--- src/rtl/scan_seq_pkg.sv ---
// scan_seq_pkg: shared constants and FSM state type for the channel scan sequencer
package scan_seq_pkg;
   localparam int NUM_CH = 8;
   localparam int CH_W = 3;
   typedef enum logic [1:0] {S_IDLE, S_DWELL, S_FINISH} scan_state_t;
endpackage

--- src/rtl/scan_next_ch.sv ---
// scan_next_ch: finds the nearest enabled channel above cur, optionally searching circularly
module scan_next_ch
   import scan_seq_pkg::*;
(
   input  logic [NUM_CH-1:0] mask,
   input  logic [CH_W-1:0]   cur,
   input  logic              wrap,
   output logic [CH_W-1:0]   nxt,
   output logic              found
);
   logic [CH_W:0] s;
   // Walk from farthest to nearest so the nearest hit is the last one assigned
   always_comb begin
      nxt = '0;
      found = 1'b0;
      s = '0;
      for (int k = NUM_CH; k >= 1; k--) begin
         s = {1'b0, cur} + (CH_W+1)'(k);
         if (mask[s[CH_W-1:0]] && (wrap || !s[CH_W])) begin
            nxt = s[CH_W-1:0];
            found = 1'b1;
         end
      end
   end
endmodule

--- src/rtl/scan_sequencer.sv ---
// scan_sequencer: steps a 3-bit channel code through enabled channels, holding each
// for a programmable dwell, in single-pass or continuous mode
module scan_sequencer
   import scan_seq_pkg::*;
#(
   parameter int DWELL_W = 8
) (
   input  logic               clk,
   input  logic               rst_n,
   input  logic               start,
   input  logic               stop,
   input  logic               cont,
   input  logic [NUM_CH-1:0]  ch_mask,
   input  logic [DWELL_W-1:0] dwell,
   output logic [CH_W-1:0]    sel,
   output logic               sel_valid,
   output logic               busy,
   output logic               done,
   output logic               err_empty
);
   scan_state_t        state_q, state_d;
   logic [DWELL_W-1:0] cnt_q, cnt_d, rel_q, rel_d, rel_in;
   logic [NUM_CH-1:0]  mask_q, mask_d;
   logic               cont_q, cont_d, err_d;
   logic [CH_W-1:0]    sel_d, lo_ch, step_ch;
   logic               lo_found, step_found;
   assign rel_in = (dwell == '0) ? '0 : dwell - 1'b1;
   // cur=7 with wrap yields the lowest enabled channel of the incoming mask
   scan_next_ch u_lo (
      .mask(ch_mask), .cur(3'd7), .wrap(1'b1), .nxt(lo_ch), .found(lo_found)
   );
   // Circular search in continuous mode returns the current channel when it is the only one
   scan_next_ch u_step (
      .mask(mask_q), .cur(sel), .wrap(cont_q), .nxt(step_ch), .found(step_found)
   );
   always_comb begin
      state_d = state_q;
      sel_d = sel;
      cnt_d = cnt_q;
      mask_d = mask_q;
      cont_d = cont_q;
      rel_d = rel_q;
      err_d = 1'b0;
      case (state_q)
         S_IDLE: begin
            if (start && !stop) begin
               err_d = !lo_found;
               if (lo_found) begin
                  mask_d = ch_mask;
                  cont_d = cont;
                  rel_d = rel_in;
                  cnt_d = rel_in;
                  sel_d = lo_ch;
                  state_d = S_DWELL;
               end
            end
         end
         S_DWELL: begin
            if (stop) state_d = S_IDLE;
            else if (cnt_q != '0) cnt_d = cnt_q - 1'b1;
            else if (step_found) begin
               sel_d = step_ch;
               cnt_d = rel_q;
            end else state_d = S_FINISH;
         end
         default: state_d = S_IDLE;
      endcase
   end
   always_ff @(posedge clk or negedge rst_n) begin
      if (!rst_n) begin
         state_q <= S_IDLE;
         sel <= '0;
         cnt_q <= '0;
         rel_q <= '0;
         mask_q <= '0;
         cont_q <= 1'b0;
         sel_valid <= 1'b0;
         busy <= 1'b0;
         done <= 1'b0;
         err_empty <= 1'b0;
      end else begin
         state_q <= state_d;
         sel <= (state_d == S_DWELL) ? sel_d : '0;
         cnt_q <= cnt_d;
         rel_q <= rel_d;
         mask_q <= mask_d;
         cont_q <= cont_d;
         sel_valid <= state_d == S_DWELL;
         busy <= state_d != S_IDLE;
         done <= state_d == S_FINISH;
         err_empty <= err_d;
      end
   end
endmodule

--- config.mk ---
export PLATFORM = sky130hd
export DESIGN_NAME = scan_sequencer
export DESIGN_NICKNAME = d
export VERILOG_FILES = /design/src/rtl/scan_seq_pkg.sv /design/src/rtl/scan_next_ch.sv /design/src/rtl/scan_sequencer.sv
export SDC_FILE = /design/constraint.sdc
export NUM_CORES = 1
export LEC_CHECK = 0
export CORE_ASPECT_RATIO = 0.75
export CORE_UTILIZATION = 50
export CTS_BUF_LIST = sky130_fd_sc_hd__clkbuf_4 sky130_fd_sc_hd__clkbuf_8
export CTS_CLUSTER_DIAMETER = 150
export CTS_CLUSTER_SIZE = 20
export DETAILED_ROUTE_END_ITERATION = 8
export GPL_TIMING_DRIVEN = 0
export PLACE_DENSITY = 0.8
export SETUP_SLACK_MARGIN = 0.4
export SYNTH_ARGS = -nofsm -noshare
export SYNTH_HDL_FRONTEND = slang
export SYNTH_SLANG_ARGS = --single-unit
--- constraint.sdc ---
create_clock -name clk -period 6.2 [get_ports clk]
set_clock_uncertainty 0.2 [all_clocks]
set_input_delay 0.62 -clock clk [delete_from_list [all_inputs] [get_ports clk]]
set_output_delay 0.62 -clock clk [all_outputs]
set_load 0.05 [all_outputs]
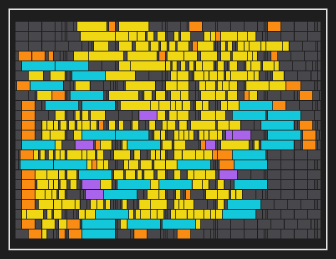
*Cell classes on the final placement, run 1*
Fill, decap, tap and diode cells in grey.
Key: remaining buffers and delay cells = orange [cells 43, share of their area 11%]; clock drivers and dummy loads = purple [cells 8, share of their area 3.1%]; remaining logic cells = yellow [cells 244, share of their area 58%]; registers = cyan [cells 34, share of their area 28%]
Core Util, Final: 62.64%
Core ar.: 0.005037 sq mm
fraction of area in registers: 26.96%
row cnt: 22
fin area: 0.003156 sq mm

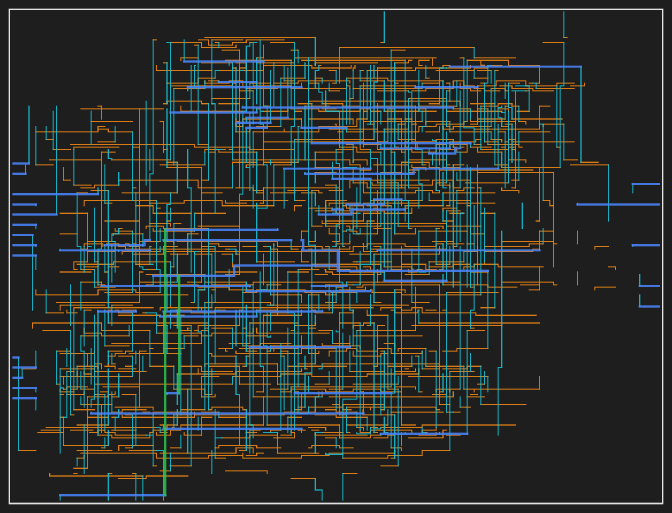
*Metal layers overlaid, run 1*
Key: M3 = blue [wire length 608 microns]; M4 = green [wire length 51.0 microns]; M1 = orange [wire length 3,200 microns]; M2 = cyan [wire length 2,800 microns]
wire per inst: 16.62 microns
DR vias: 2,431
GRT Util Overall: 25.45%

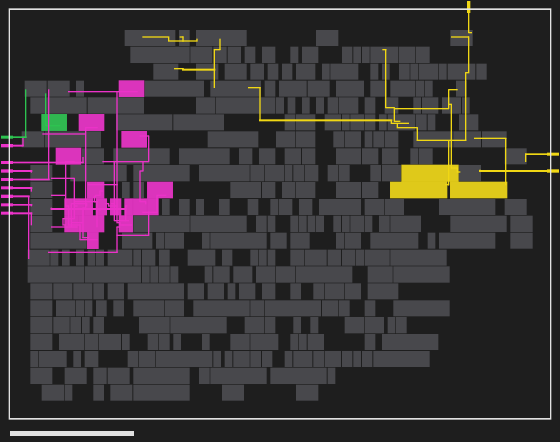
*Wires at chosen ports, followed through buffers, run 1*
Scale bar: 20 microns.
Key: cont = green [bits 1, direction input, end cells 1, buffers 1, wire 17.1 microns]; ch_mask = magenta [bits 8, direction input, end cells 18, buffers 8, wire 270 microns]; sel = yellow [bits 3, direction output, end cells 3, buffers 3, wire 171 microns]
IO Pins: 28
I/O Buffers: 27

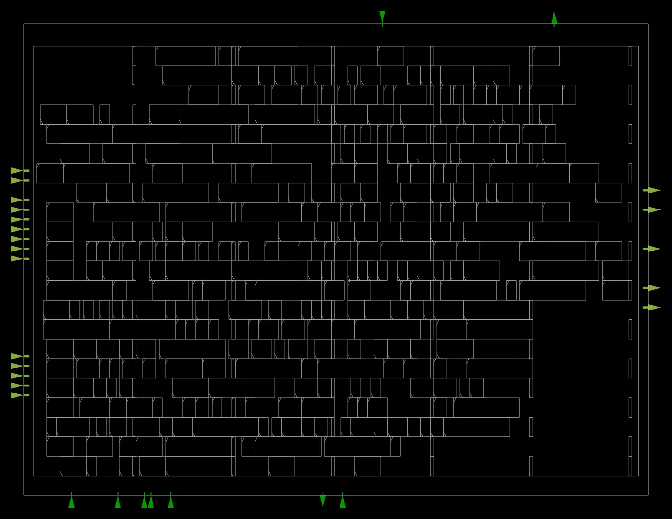
*Placed standard cells, run 1*
Tapcell Cnt: 72
final std cells w/o fill: 401

==> GITHUB_STEP_SUMMARY, run 1 <==
### Yosys + OpenROAD results

| Metric | Value |
|---|---|
| Aoi share | a little over 20% |
| Worst Path Max Fanout | 10 |
| Root buf cell | clkbuf_8 |
| Sw Ratio | between 40% and 50% |
| Placed cell count | between 300 and 400 |
| Dominant combinational family | simple AND/OR/NAND/NOR gates |
| Yosys simple share | ~21% |
| Hold buffers post-CTS | 0 |
| Final hold vios | 0 |
| Critical path buffer and inverter count | 4 |
| Reg-to-reg startpoint | sel[1]$_DFFE_PN0P_ |
| Metal2 WL | 2803 microns |
| Tmin final | around 3800 ps |
| Reg2Reg Depth | 11 |
| Clock Tree Buf Depth | 2 |
| Vias per inst | just over 6 |
| RSZ-0062 raised after global routing | false |
| Status | finished clean |
| Synth-to-layout area growth | 16.65% |
| Die ar. | around 0.0057 sq mm |
| Crit path kind | flip-flop to flip-flop |
| Combinational share of power | between 40% and 50% |
| Seq share, synth | about a third |
| Yosys stat area | approximately 0.0027 sq mm |
| Initial antenna violation count | 0 |
| Initial DRT Pass Iterations | 5 |
| Largest net degree at the start of global routing | 35 |
| Xor/xnor share | 2.914% |
| Top Registers | cnt_q: 8 flops, mask_q: 8 flops, rel_q: 8 flops |
| Adder Area Share | around 4.2% |
| Placer Congestion | 0.9296 |
| Max layer used | met4 |
| Max-slew violations | 0 |
| Rel. slew slack | about 44% |
| Starting Density | ~54% |
| Max Cap Viol | 0 |
| NetSw | between 300 and 400 uW |
## run 1: Yosys cell counts (7+ instances only)
library cell / instances / area (sq um)
mux4_2: 7 / 157.7
a21oi_1: 17 / 85.08
inv_1: 16 / 60.06
dfrtp_1: 34 / 850.8
o21ai_0: 13 / 65.06
clkbuf_1: 10 / 37.54
nor2_1: 27 / 101.4
mux2_2: 10 / 112.6
nor3_1: 15 / 75.07
ha_1: 9 / 112.6
nand2_1: 23 / 86.33
## run 1: cell type report
cell class,instances,area (sq um),area share [%]
Sequential cell,34,850.8,26.96
Clock buffer,6,82.58,2.617
Clock inverter,2,12.51,0.3965
Timing Repair Buffer,27,265.3,8.406
Tap cell,72,90.09,2.855
Buffer,16,86.33,2.736
Inverter,16,60.06,1.903
Multi-Input combinational cell,228,1708,54.12
### Cells by drive strength, run 1

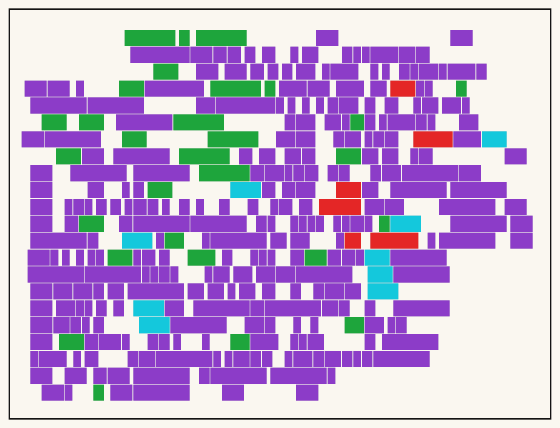

==> run 2: changes to the inputs <==
clock period = 3.8 ns   (was 6.2 ns; I/O delays follow)
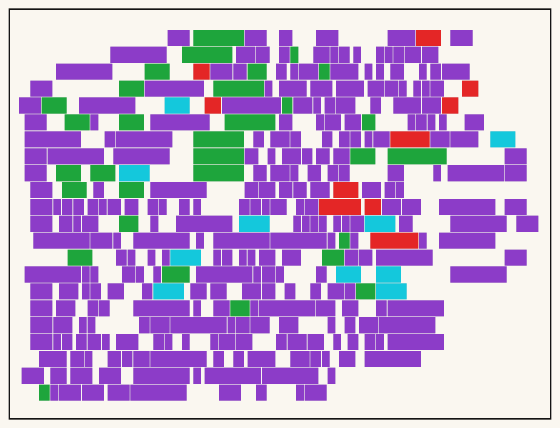
*Cells by drive strength, run 2*
Key: x1 and smaller = purple [cells 282, share 85%, most used dfrtp_1]; x3 and x4 = red [cells 10, share 3.0%, most used buf_4]; x2 = green [cells 31, share 9.3%, most used mux2_2]; x6 and larger = cyan [cells 10, share 3.0%, most used clkbuf_8]
Worst Slack Setup Final: 567.4 ps
fin area: 0.003203 sq mm
Signal buffers: 47
synth-to-layout area growth: 18.41%

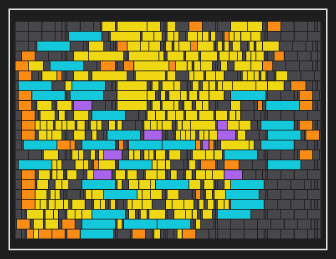
*Cell classes on the final placement, run 2*
Fill, decap, tap and diode cells in grey.
Key: remaining buffers and delay cells = orange [cells 47, share of their area 13%]; remaining logic cells = yellow [cells 244, share of their area 57%]; registers = cyan [cells 34, share of their area 27%]; clock drivers and dummy loads = purple [cells 8, share of their area 3.1%]
Core Util, Final: 63.59%
fraction of area in registers: 26.60%

==> GITHUB_STEP_SUMMARY, run 2 <==
### Yosys + OpenROAD results

| Metric | Value |
|---|---|
| Cell area leaders | dfrtp_1 (31%), mux4_2 (5.8%), ha_1 (4.2%) (unchanged) |
| GRT Util Overall | 25.47% (was 25.45%) |
| Comb gates | 228 (unchanged) |
| Critical path buffer and inverter count | 5 (was 4) |
| Clock-cell share | 2.969% (was 3.013%) |
| Combinational fraction of the cell area | 53.44% (was 54.12%) |
| Reg-to-reg startpoint | sel[1]$_DFFE_PN0P_ (unchanged) |
| Yosys top cell by instances | dfrtp_1 (unchanged) |
| Placer Congestion | 0.8996 (was 0.9296) |
| Clkbuf count | 6 (unchanged) |
| Register Area | 852.1 sq um (was 850.8 sq um) |
| Max layer used | met4 (unchanged) |
| Worst Path Max Fanout | 10 (unchanged) |
| Top Registers | cnt_q: 8 flops, mask_q: 8 flops, rel_q: 8 flops (unchanged) |
| Vias per inst | 6.170 (was 6.062) |
| Synth area leader | dfrtp_1 (unchanged) |
| Tmin final | 3233 ps (was 3768 ps) |
| Tapcell Cnt | 72 (unchanged) |
| Die ar. | 0.005711 sq mm (unchanged) |
| RSZ-0062 raised after global routing | false (unchanged) |
| Max-slew violations | 0 (unchanged) |
| Flop count | 34 (unchanged) |
| Rel. slew slack | 49.94% (was 43.81%) |
| Metal2 WL | 2870 microns (was 2803 microns) |
| Final hold vios | 0 (unchanged) |
| Starting Density | 53.70% (unchanged) |
| Hold buffers post-CTS | 1 (was 0) |
| Status | finished clean (unchanged) |
| Synth cell count leaders | dfrtp_1 (34), nor2_1 (27), nand2_1 (23) (unchanged) |
| Final std cells w/o fill | 405 (was 401) |
| Wire per inst | 16.59 microns (was 16.62 microns) |
| Sw Ratio | 40.40% (was 40.13%) |
| I/O Buffers | 27 (unchanged) |
| Initial DRT Pass Iterations | 6 (was 5) |
| Max Cap Viol | 0 (unchanged) |
| Clock Tree Buf Depth | 2 (unchanged) |
| IO Pins | 28 (unchanged) |
| MI comb area | 0.001712 sq mm (was 0.001708 sq mm) |
| Root buf cell | clkbuf_8 (unchanged) |
| Dominant kind of cell | logic gates (unchanged) |
| DR vias | 2,499 (was 2,431) |
| Placed cell count | 393 (unchanged) |
| NetSw | 619.9 uW (was 372.0 uW) |
| Top cell area share | 31.45% (unchanged) |
| Inverter count | 16 (unchanged) |
| Row cnt | 22 (unchanged) |
## run 2: cell count changes in the layout (fill, tap and decap cells not counted), sizes merged
cell,delta
clkbuf,+1
dlygate4sd3,+1
buf,+2
## run 2: per-stage QoR
stage	setup WS (ps)	instance area (sq um)
after global routing	407.7	3203
after global placement	262.0	3067
final	567.4	3203
after detailed placement	210.4	3062
after CTS	402.3	3169
after floorplan	401.8	2706
## run 2: cells by family after synthesis
group | after synthesis | share of synthesized area (%)
DFF | 34 | 31.45
xor gates and xnor gates | 9 | 2.914
muxes | 26 | 15.13
buffers and inverters | 32 | 5.412
adders and majority gates | 9 | 4.163
and+or+nand+nor | 105 | 20.68
AOI/OAI and AO/OA | 79 | 20.26
### Metal layers overlaid, run 2

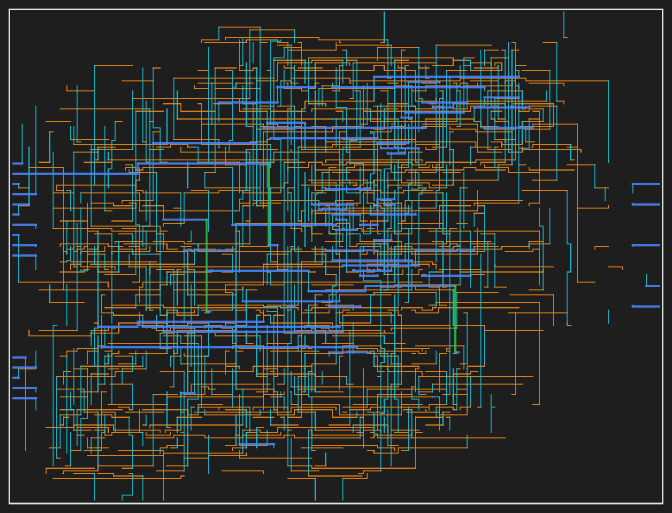

==> run 3: changes to the inputs <==
CORE_UTILIZATION = 55   (was 50)
PLACE_DENSITY = 0.76   (was 0.8)
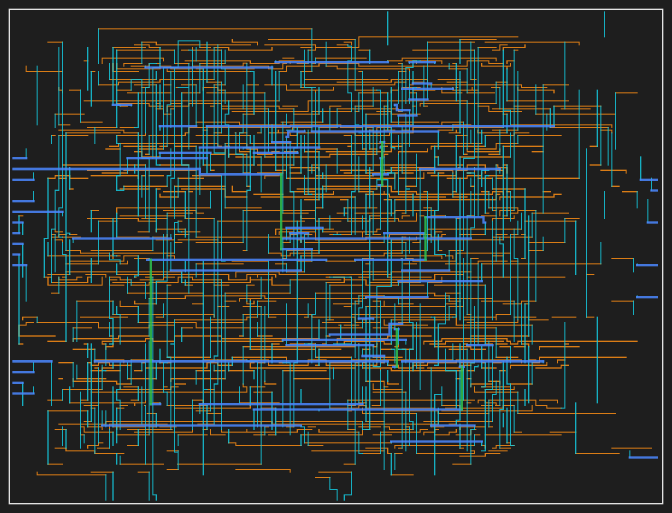
*Metal layers overlaid, run 3*
Post-Route WL: 6881 microns
GRT Util Overall: 27.97%

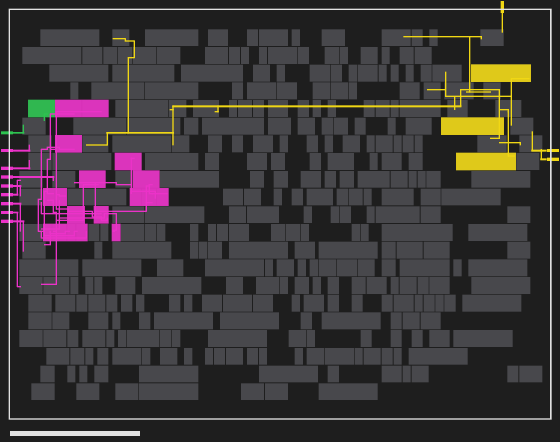
*Wires at chosen ports, followed through buffers, run 3*
Scale bar: 20 microns.

==> GITHUB_STEP_SUMMARY, run 3 <==
### Yosys + OpenROAD results

| Metric | Value |
|---|---|
| Status | finished clean (unchanged) |
| Adder Area Share | 4.163% (unchanged) |
| DR vias | 2,500 (was 2,499) |
| Worst Slack Setup Final | 516.0 ps (was 567.4 ps) |
| Row cnt | 21 (was 22) |
| Worst slack at placement | 167.7 ps (was 210.4 ps) |
| Static Leak | 0.001288 uW (was 0.001270 uW) |
| Post-route ant nets | 0 (unchanged) |
| Placed Instance Area | 0.003043 sq mm (was 0.003062 sq mm) |
| Combinational share of power | 45.7% (was 47.5%) |
| Clock Tree Buf Depth | 2 (unchanged) |
| Core Util, Final | 69.82% (was 63.59%) |
| Top Registers | cnt_q: 8 flops, mask_q: 8 flops, rel_q: 8 flops (unchanged) |
| Sw Ratio | 38.66% (was 40.40%) |
| Register Area | 852.1 sq um (unchanged) |
| Combinational fraction of the cell area | 53.31% (was 53.44%) |
| Reg2Reg Depth | 12 (was 13) |
| Worst Path Max Fanout | 10 (unchanged) |
| Synth cell count leaders | dfrtp_1 (34), nor2_1 (27), nand2_1 (23) (unchanged) |
| Synth area leader | dfrtp_1 (unchanged) |
| Initial antenna violation count | 0 (unchanged) |
| RSZ-0062 raised after global routing | false (unchanged) |
| Die ar. | 0.005206 sq mm (was 0.005711 sq mm) |
| MI comb area | 0.001712 sq mm (unchanged) |
| Actual slew at the worst max-slew pin | 810.1 ps (was 750.9 ps) |
| Fin area | 0.003211 sq mm (was 0.003203 sq mm) |
| Combinational power | 731 uW (was 729 uW) |
| Tapcell Cnt | 57 (was 72) |
| Yosys top cell by instances | dfrtp_1 (unchanged) |
| Fin Hold WS | 297.2 ps (was 296.5 ps) |
| Max layer used | met4 (unchanged) |
| Placer Congestion | 0.9663 (was 0.8996) |
| Xor/xnor share | 2.914% (unchanged) |
| Signal buffers | 48 (was 47) |
| Critical path buffer and inverter count | 4 (was 5) |
| Synth-to-layout area growth | 18.69% (was 18.41%) |
| Aoi share | 20.26% (unchanged) |
| Metal3 WL | 574 microns (was 524 microns) |
| Starting Density | 58.83% (was 53.70%) |
| Area share of buffers outside the clock network | 12.51% (was 12.30%) |
| Max Cap Viol | 0 (unchanged) |
| Initial DRT Pass Iterations | 5 (was 6) |
| Top cell area share | 31.45% (unchanged) |
| Inverter count | 16 (unchanged) |
| Final std cells w/o fill | 391 (was 405) |
| Core ar. | 0.004598 sq mm (was 0.005037 sq mm) |
| Wire per inst | 17.60 microns (was 16.59 microns) |
| Root buf cell | clkbuf_8 (unchanged) |
| I/O Buffers | 27 (unchanged) |
| Cell area leaders | dfrtp_1 (31%), mux4_2 (5.8%), ha_1 (4.2%) (unchanged) |
| Crit path kind | flip-flop to flip-flop (unchanged) |
| GR Util met1 | 46.16% (was 39.65%) |
| Max VDD drop | 0.2965 mV (was 0.2307 mV) |
| Seq share, synth | 31.45% (unchanged) |
| Rel. slew slack | 45.49% (was 49.94%) |
| Max-slew violations | 0 (unchanged) |
| Tmin final | 3284 ps (was 3233 ps) |
| MUX area fraction | 15.12% (unchanged) |
| Yosys stat area | 0.002705 sq mm (unchanged) |
| Flop count | 34 (unchanged) |
| Reg-to-reg startpoint | sel[2]$_DFFE_PN0P_ (was sel[1]$_DFFE_PN0P_) |
| Largest net degree at the start of global routing | 35 (unchanged) |
| Clkbuf count | 7 (was 6) |
| Final hold vios | 0 (unchanged) |
| Dominant combinational family | simple AND/OR/NAND/NOR gates (unchanged) |
| Comb gates | 228 (unchanged) |
| Yosys Warn Count | 0 (unchanged) |
| Dominant kind of cell | logic gates (unchanged) |
| Vias per inst | 6.394 (was 6.170) |
| Placed cell count | 378 (was 393) |
| Fraction of area in registers | 26.54% (was 26.60%) |
| Clock-cell share | 3.546% (was 2.969%) |
| IO Pins | 28 (unchanged) |
| First-pass GRT wire length | 11,450 microns (was 10,990 microns) |
| NetSw | 617.9 uW (was 619.9 uW) |
| Yosys simple share | 20.68% (unchanged) |
| Metal2 WL | 2814 microns (was 2870 microns) |
==> run 3: how the worst max path moves through the flow <==
stage	cells past startpoint	startpoint	to	slack, ps
floorplan	10	sel[2]$_DFFE_PN0P_	cnt_q[0]$_DFFE_PN0P_	400
global placement	11	sel[1]$_DFFE_PN0P_	sel[1]$_DFFE_PN0P_	200
detailed placement	10	sel[1]$_DFFE_PN0P_	sel[2]$_DFFE_PN0P_	170
CTS	11	sel[1]$_DFFE_PN0P_	sel[2]$_DFFE_PN0P_	410
global route	12	sel[2]$_DFFE_PN0P_	sel[1]$_DFFE_PN0P_	330
finish	12	sel[2]$_DFFE_PN0P_	sel[1]$_DFFE_PN0P_	520
==> run 3: repair_timing <==
action	CTS	global route
setup endpoints to repair	13	12
hold buffers	1	0
buffers inserted	0	4
endpoints found under the hold margin	34	0
resized	3	4
No activity file was given, so power comes from the tool's default toggle rates.
